<file path="src/rtl/ap_pkg.sv">
// ap_pkg
// Shared definitions for the accumulate/propagate datapath blocks:
//   - state_e     : run-control FSM states (IDLE / ACCUM / OUTPUT)
//   - AP_BITLENGTH: default operand/result word width
//   - AP_INF      : default symmetric saturation bound (+Inf; the low bound is -Inf)
//   - ap_wide_w() : width of intermediates, two guard bits above the word width
package ap_pkg;

    typedef enum logic [1:0] {
        ST_IDLE   = 2'd0,
        ST_ACCUM  = 2'd1,
        ST_OUTPUT = 2'd2
    } state_e;

    localparam int          AP_BITLENGTH = 16;
    localparam logic [15:0] AP_INF       = 16'h7FFF;

    // Two guard bits hold the sum or difference of two full-range words,
    // including the -2^(w-1) encoding, without wrapping.
    function automatic int ap_wide_w(input int w);
        return w + 2;
    endfunction

endpackage

</file>
<file path="src/rtl/ap_sat_clamp.sv">
// ap_sat_clamp
// Combinational symmetric clamp of a widened signed value to [-Inf, +Inf].
// Ports:
//   x_i       in  bitlength+2  signed widened value
//   y_o       out bitlength    signed clamped value (never the most negative code)
//   clamped_o out 1            high when x_i lay outside [-Inf, +Inf]
module ap_sat_clamp #(
    parameter int                   bitlength = 16,
    parameter logic [bitlength-1:0] Inf       = 16'h7FFF
) (
    input  logic signed [bitlength+1:0] x_i,
    output logic signed [bitlength-1:0] y_o,
    output logic                        clamped_o
);

    localparam logic signed [bitlength+1:0] POS_LIM = {2'b00, Inf};
    localparam logic signed [bitlength+1:0] NEG_LIM = -POS_LIM;

    always_comb begin
        y_o       = x_i[bitlength-1:0];
        clamped_o = 1'b0;
        if (x_i > POS_LIM) begin
            y_o       = POS_LIM[bitlength-1:0];
            clamped_o = 1'b1;
        end else if (x_i < NEG_LIM) begin
            y_o       = NEG_LIM[bitlength-1:0];
            clamped_o = 1'b1;
        end
    end

endmodule

</file>
<file path="src/rtl/ap_cd_accumulator.sv">
// ap_cd_accumulator
// Sequential saturating difference accumulator for the contrastive-divergence
// weight-update path. Each taken sample adds clamp(pos - neg) into a clamped
// running sum; after NSAMPLES takes the sum is presented on result.
// Optional feature macro: AP_CD_SAT_FLAG_EN (adds the sticky sat_flag output).
// Ports:
//   clk        in   1          clock
//   rst        in   1          synchronous active-high reset, aborts any run
//   start      in   1          begins a run (honoured only in IDLE)
//   in_valid   in   1          pos/neg valid
//   in_ready   out  1          sample accepted this cycle (ACCUM)
//   pos, neg   in   bitlength  signed positive/negative phase terms
//   out_valid  out  1          result valid (OUTPUT)
//   out_ready  in   1          consumer accepts the result
//   result     out  bitlength  signed saturated accumulated difference
//   sat_flag   out  1          sticky clamp indicator (AP_CD_SAT_FLAG_EN only)
module ap_cd_accumulator
    import ap_pkg::*;
#(
    parameter int                   bitlength = AP_BITLENGTH,
    parameter logic [bitlength-1:0] Inf       = AP_INF,
    parameter int                   NSAMPLES  = 8
) (
    input  logic                        clk,
    input  logic                        rst,
    input  logic                        start,
    input  logic                        in_valid,
    output logic                        in_ready,
    input  logic signed [bitlength-1:0] pos,
    input  logic signed [bitlength-1:0] neg,
    output logic                        out_valid,
    input  logic                        out_ready,
    output logic signed [bitlength-1:0] result
`ifdef AP_CD_SAT_FLAG_EN
    ,
    output logic                        sat_flag
`endif
);

    localparam int WW    = ap_wide_w(bitlength);
    localparam int CNT_W = $clog2(NSAMPLES + 1);
    localparam logic [CNT_W-1:0] LAST_CNT = CNT_W'(NSAMPLES - 1);

    state_e state_q, state_d;

    logic                        in_ready_q, in_ready_d;
    logic                        out_valid_q, out_valid_d;
    logic signed [bitlength-1:0] acc_q;
    logic signed [bitlength-1:0] result_q;
    logic [CNT_W-1:0]            cnt_q;

    logic take;
    logic last_take;

    logic signed [WW-1:0]        diff_w;
    logic signed [WW-1:0]        sum_w;
    logic signed [bitlength-1:0] diff_c;
    logic signed [bitlength-1:0] sum_c;
    logic                        diff_clamped;
    logic                        sum_clamped;

    // in_ready_q is high exactly while in ACCUM, so it doubles as the state qualifier.
    assign take      = in_valid && in_ready_q;
    assign last_take = take && (cnt_q == LAST_CNT);

    // Wide arithmetic: sign-extend both operands so 16'h8000 inputs cannot wrap.
    assign diff_w = {{2{pos[bitlength-1]}}, pos} - {{2{neg[bitlength-1]}}, neg};
    assign sum_w  = {{2{acc_q[bitlength-1]}}, acc_q} + {{2{diff_c[bitlength-1]}}, diff_c};

    ap_sat_clamp #(.bitlength(bitlength), .Inf(Inf)) u_clamp_diff (
        .x_i       (diff_w),
        .y_o       (diff_c),
        .clamped_o (diff_clamped)
    );

    ap_sat_clamp #(.bitlength(bitlength), .Inf(Inf)) u_clamp_sum (
        .x_i       (sum_w),
        .y_o       (sum_c),
        .clamped_o (sum_clamped)
    );

    // State register
    always_ff @(posedge clk) begin
        if (rst) begin
            state_q <= ST_IDLE;
        end else begin
            state_q <= state_d;
        end
    end

    // Next-state logic
    always_comb begin
        state_d = state_q;
        unique case (state_q)
            ST_IDLE:   if (start)                  state_d = ST_ACCUM;
            ST_ACCUM:  if (last_take)              state_d = ST_OUTPUT;
            ST_OUTPUT: if (out_valid_q && out_ready) state_d = ST_IDLE;
            default:                               state_d = ST_IDLE;
        endcase
    end

    // Output logic: decoded from the next state so the registered flags
    // line up with the state they describe.
    always_comb begin
        in_ready_d  = (state_d == ST_ACCUM);
        out_valid_d = (state_d == ST_OUTPUT);
    end

    always_ff @(posedge clk) begin
        if (rst) begin
            in_ready_q  <= 1'b0;
            out_valid_q <= 1'b0;
        end else begin
            in_ready_q  <= in_ready_d;
            out_valid_q <= out_valid_d;
        end
    end

    // Accumulator, sample counter and result register
    always_ff @(posedge clk) begin
        if (rst) begin
            acc_q    <= '0;
            cnt_q    <= '0;
            result_q <= '0;
        end else if (state_q == ST_IDLE && start) begin
            acc_q <= '0;
            cnt_q <= '0;
        end else if (take) begin
            acc_q <= sum_c;
            cnt_q <= cnt_q + 1'b1;
            if (last_take) begin
                result_q <= sum_c;
            end
        end
    end

`ifdef AP_CD_SAT_FLAG_EN
    logic sat_q;

    always_ff @(posedge clk) begin
        if (rst) begin
            sat_q <= 1'b0;
        end else if (state_q == ST_IDLE && start) begin
            sat_q <= 1'b0;
        end else if (take && (diff_clamped || sum_clamped)) begin
            sat_q <= 1'b1;
        end
    end

    assign sat_flag = sat_q;
`else
    logic sat_unused;
    assign sat_unused = diff_clamped | sum_clamped;
`endif

    assign in_ready  = in_ready_q;
    assign out_valid = out_valid_q;
    assign result    = result_q;

endmodule
</file>
<file path="config.mk">
export PLATFORM = sky130hd
export DESIGN_NAME = ap_cd_accumulator
export DESIGN_NICKNAME = d
export VERILOG_FILES = /design/src/rtl/ap_pkg.sv /design/src/rtl/ap_sat_clamp.sv /design/src/rtl/ap_cd_accumulator.sv
export SDC_FILE = /design/constraint.sdc
export NUM_CORES = 1
export LEC_CHECK = 0
export CORE_UTILIZATION = 56
export DETAILED_ROUTE_END_ITERATION = 6
export HOLD_SLACK_MARGIN = 0.02
export PLACE_DENSITY_LB_ADDON = 0.05
export SYNTH_ARGS = -nofsm -noshare
export SYNTH_HDL_FRONTEND = slang
export SYNTH_SLANG_ARGS = --single-unit
</file>
<file path="constraint.sdc">
create_clock -name clk -period 7.6 [get_ports clk]
set_input_delay 1.14 -clock clk [delete_from_list [all_inputs] [get_ports clk]]
set_output_delay 1.14 -clock clk [all_outputs]
set_load 0.02 [all_outputs]
</file>
final_clocks.png
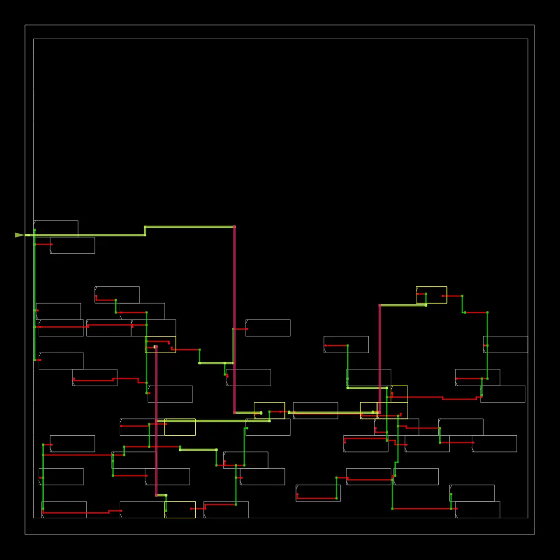
Inserted Clock Buffers: 5
number of clock buffers in the layout: 6
power consumed by the clock network: 156 uW
number of clock sinks: 40
post-route clock skew: 7.43 ps

pins.png
Scale: 4 px per um. Pins as bars across the die edge, other pins in grey.
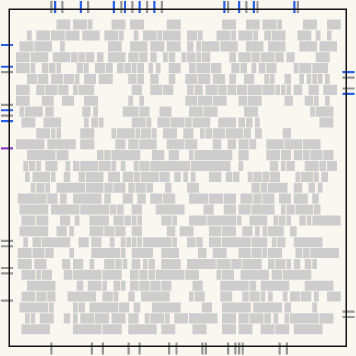
colour	port	pins	direction	edge
blue	neg	16	input	10 top, 4 left, 2 right
purple	clk	1	input	left
horizontal extent of the die: 83.9 um
number of buffers inserted by port buffering: 54

density.png
Scale: 4 px per um. The die is cut into 8 by 8 equal tiles; black is low, pale yellow is high, 0 to 100% covered.
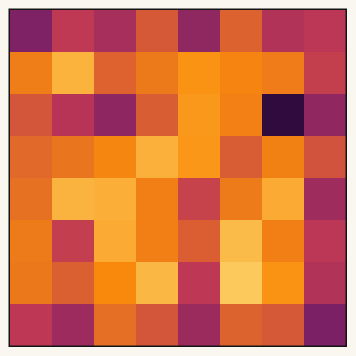
mean over tiles	62%
fullest tile	88%
tiles over 75% full	20%
core area: 6420 um^2
Starting Density: 0.585
core utilization of the finished layout: 0.695

cell_classes.png
Scale: 3 px per um.
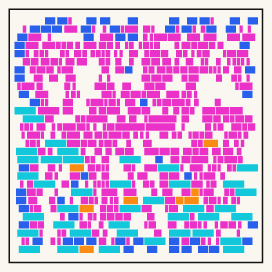
colour	class	cells	share of their area
magenta	all other logic	421	66%
blue	other buffers and delay cells	61	14%
cyan	flip-flops	40	18%
orange	clock drivers and dummy loads	8	2.2%
final std cell area, no fill: 4460 um^2
proportion of cell area occupied by registers: 0.180
total number of placement rows: 29

metal_stack.png
Scale: 3 px per um.
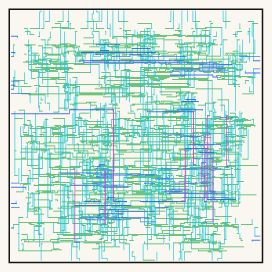
colour	layer	wire length
magenta	met4	222 um
blue	met3	692 um
cyan	met2	4040 um
green	met1	4420 um
total length of routed wires: 9.37 mm
average detailed-routed wire length per instance: 15.4 um
total vias in the final route: 3750

## placed cells by master, fill, tap and decap left out, types with 10 or more instances in the layout
| cell type | Yosys | final |
|---|---|---|
| nor2_1 | 57 | 57 |
| inv_1 | 29 | 29 |
| a211oi_1 | 15 | 15 |
| o211ai_1 | 10 | 10 |
| nand2_1 | 34 | 34 |
| o21ai_0 | 26 | 26 |
| ha_1 | 33 | 33 |
| a21oi_1 | 32 | 32 |
| xnor2_1 | 13 | 13 |
| nor3_1 | 15 | 15 |
| maj3_1 | 17 | 17 |
| xor2_1 | 12 | 12 |
| dfxtp_1 | 40 | 40 |
| clkdlybuf4s50_1 | 0 | 54 |
## report_power, final
part / leakage (uW) / total (uW) / internal, uW / switching, uW
clock: 0.0000434 / 156 / 73.6 / 82.3
sequential: 0.000324 / 225 / 218 / 6.88
combinational: 0.00141 / 527 / 210 / 317
## state kept, by name (all words and copies together), names as in the netlist
name       cells
in_ready       1
cnt_q          4
out_valid      1
state_q        2
acc_q         16
result        16
## area by class of cell
type                            instances  area (um^2)  area share
Multi-Input combinational cell        392         2760       0.620
Tap cell                               77         96.3      0.0216
Clock buffer                            6         82.6      0.0185
Clock inverter                          2         15.0     0.00337
Sequential cell                        40          801       0.180
Timing Repair Buffer                   61          593       0.133
Inverter                               29          109      0.0244
## cells by family after synthesis
group | count (synthesis) | synth area share
AND/OR/NAND/NOR | 165 | 0.214
flip-flops | 40 | 0.213
XOR/XNOR | 25 | 0.0583
multiplexers | 3 | 0.00833
buffers and inverters | 49 | 0.0510
adder cells (fa/ha/maj) | 52 | 0.166
AND-OR/OR-AND | 147 | 0.289
## what timing repair did
action,CTS,global route
resized,0,1
endpoints found under the setup margin,0,5
hold buffers,0,0
==> flow_metrics.py <==
# Flow results
metrics = {
    "status": {
        "status": "completed",
    },
    "pwr": {
        "vdd.ir_drop.worst_v": 0.000124,
        "report.power.total_uw": 908,
    },
    "global_route": {
        "gr_busiest_metal": "met2",
        "grt.total_usage": 0.272,
        "grtUsageMet3": 0.0593,
    },
    "detailed_routing": {
        "dr.pass1.iters": 4,
        "top_layer": "met4",
        "routed_via_density": 6.18,
        "route.antenna.remaining_nets": 0,
        "met3_length_um": 692,
    },
    "setup_path": {
        "regToRegEndpoint": "acc_q[0]",
        "required_ps": 7760,
        "end_kind": "register",
        "timing.critical_path.slowest_cell_delay_ps": 840,
        "arrival_time_of_the_worst_setup_path_ps": 7310,
    },
    "timing": {
        "timing.final.hold_violations": 0,
        "worst_slew_pin_slew_ps": 898,
        "fmax_ghz": 0.140,
        "maxSlewHeadroom": 0.400,
        "fin_crit_sh": 0.941,
        "final-max-slew-violation-count": 0,
    },
    "clock_network": {
        "clock_tree.root_cell": "clkbuf_8",
        "clk_pin_slew_worst_paths_ps": 80,
        "cts_setup_buffers": 0,
        "ctsLongestPathBuffers": 2,
    },
    "synthesis": {
        "synth.top_cells.by_count": "nor2_1 (57), dfxtp_1 (40), nand2_1 (34)",
        "mappedNetlistNets": 553,
        "yosys-stat-area_um2": 3750,
        "yosysTopAreaCell": "dfxtp_1",
        "number_of_warnings_reported_in_the_yosys_synthesis_log": 0,
        "post_synth_instance_area_um2": 3750,
        "ys_async_sr_fraction": 0,
        "synthTopCellsByArea": "dfxtp_1 (21%), ha_1 (11%), nor2_1 (5.7%), maj3_1 (4.5%), a21oi_1 (4.3%)",
        "ys_types": 61,
    },
    "place": {
        "dpl-instance-area_um2": 4360,
        "final_estimated_routing_congestion_in_global_placement": 0.924,
        "placement.setup.worst_slack_ps": 37.5,
        "place_hpwl_mm": 7.38,
        "place_inst": 599,
    },
    "worst_hold_path": {
        "hold_path_depth": 2,
    },
    "run": {
        "max_capacitance_violation_total": 0,
    },
}
No activity file was given, so power comes from the tool's default toggle rates.
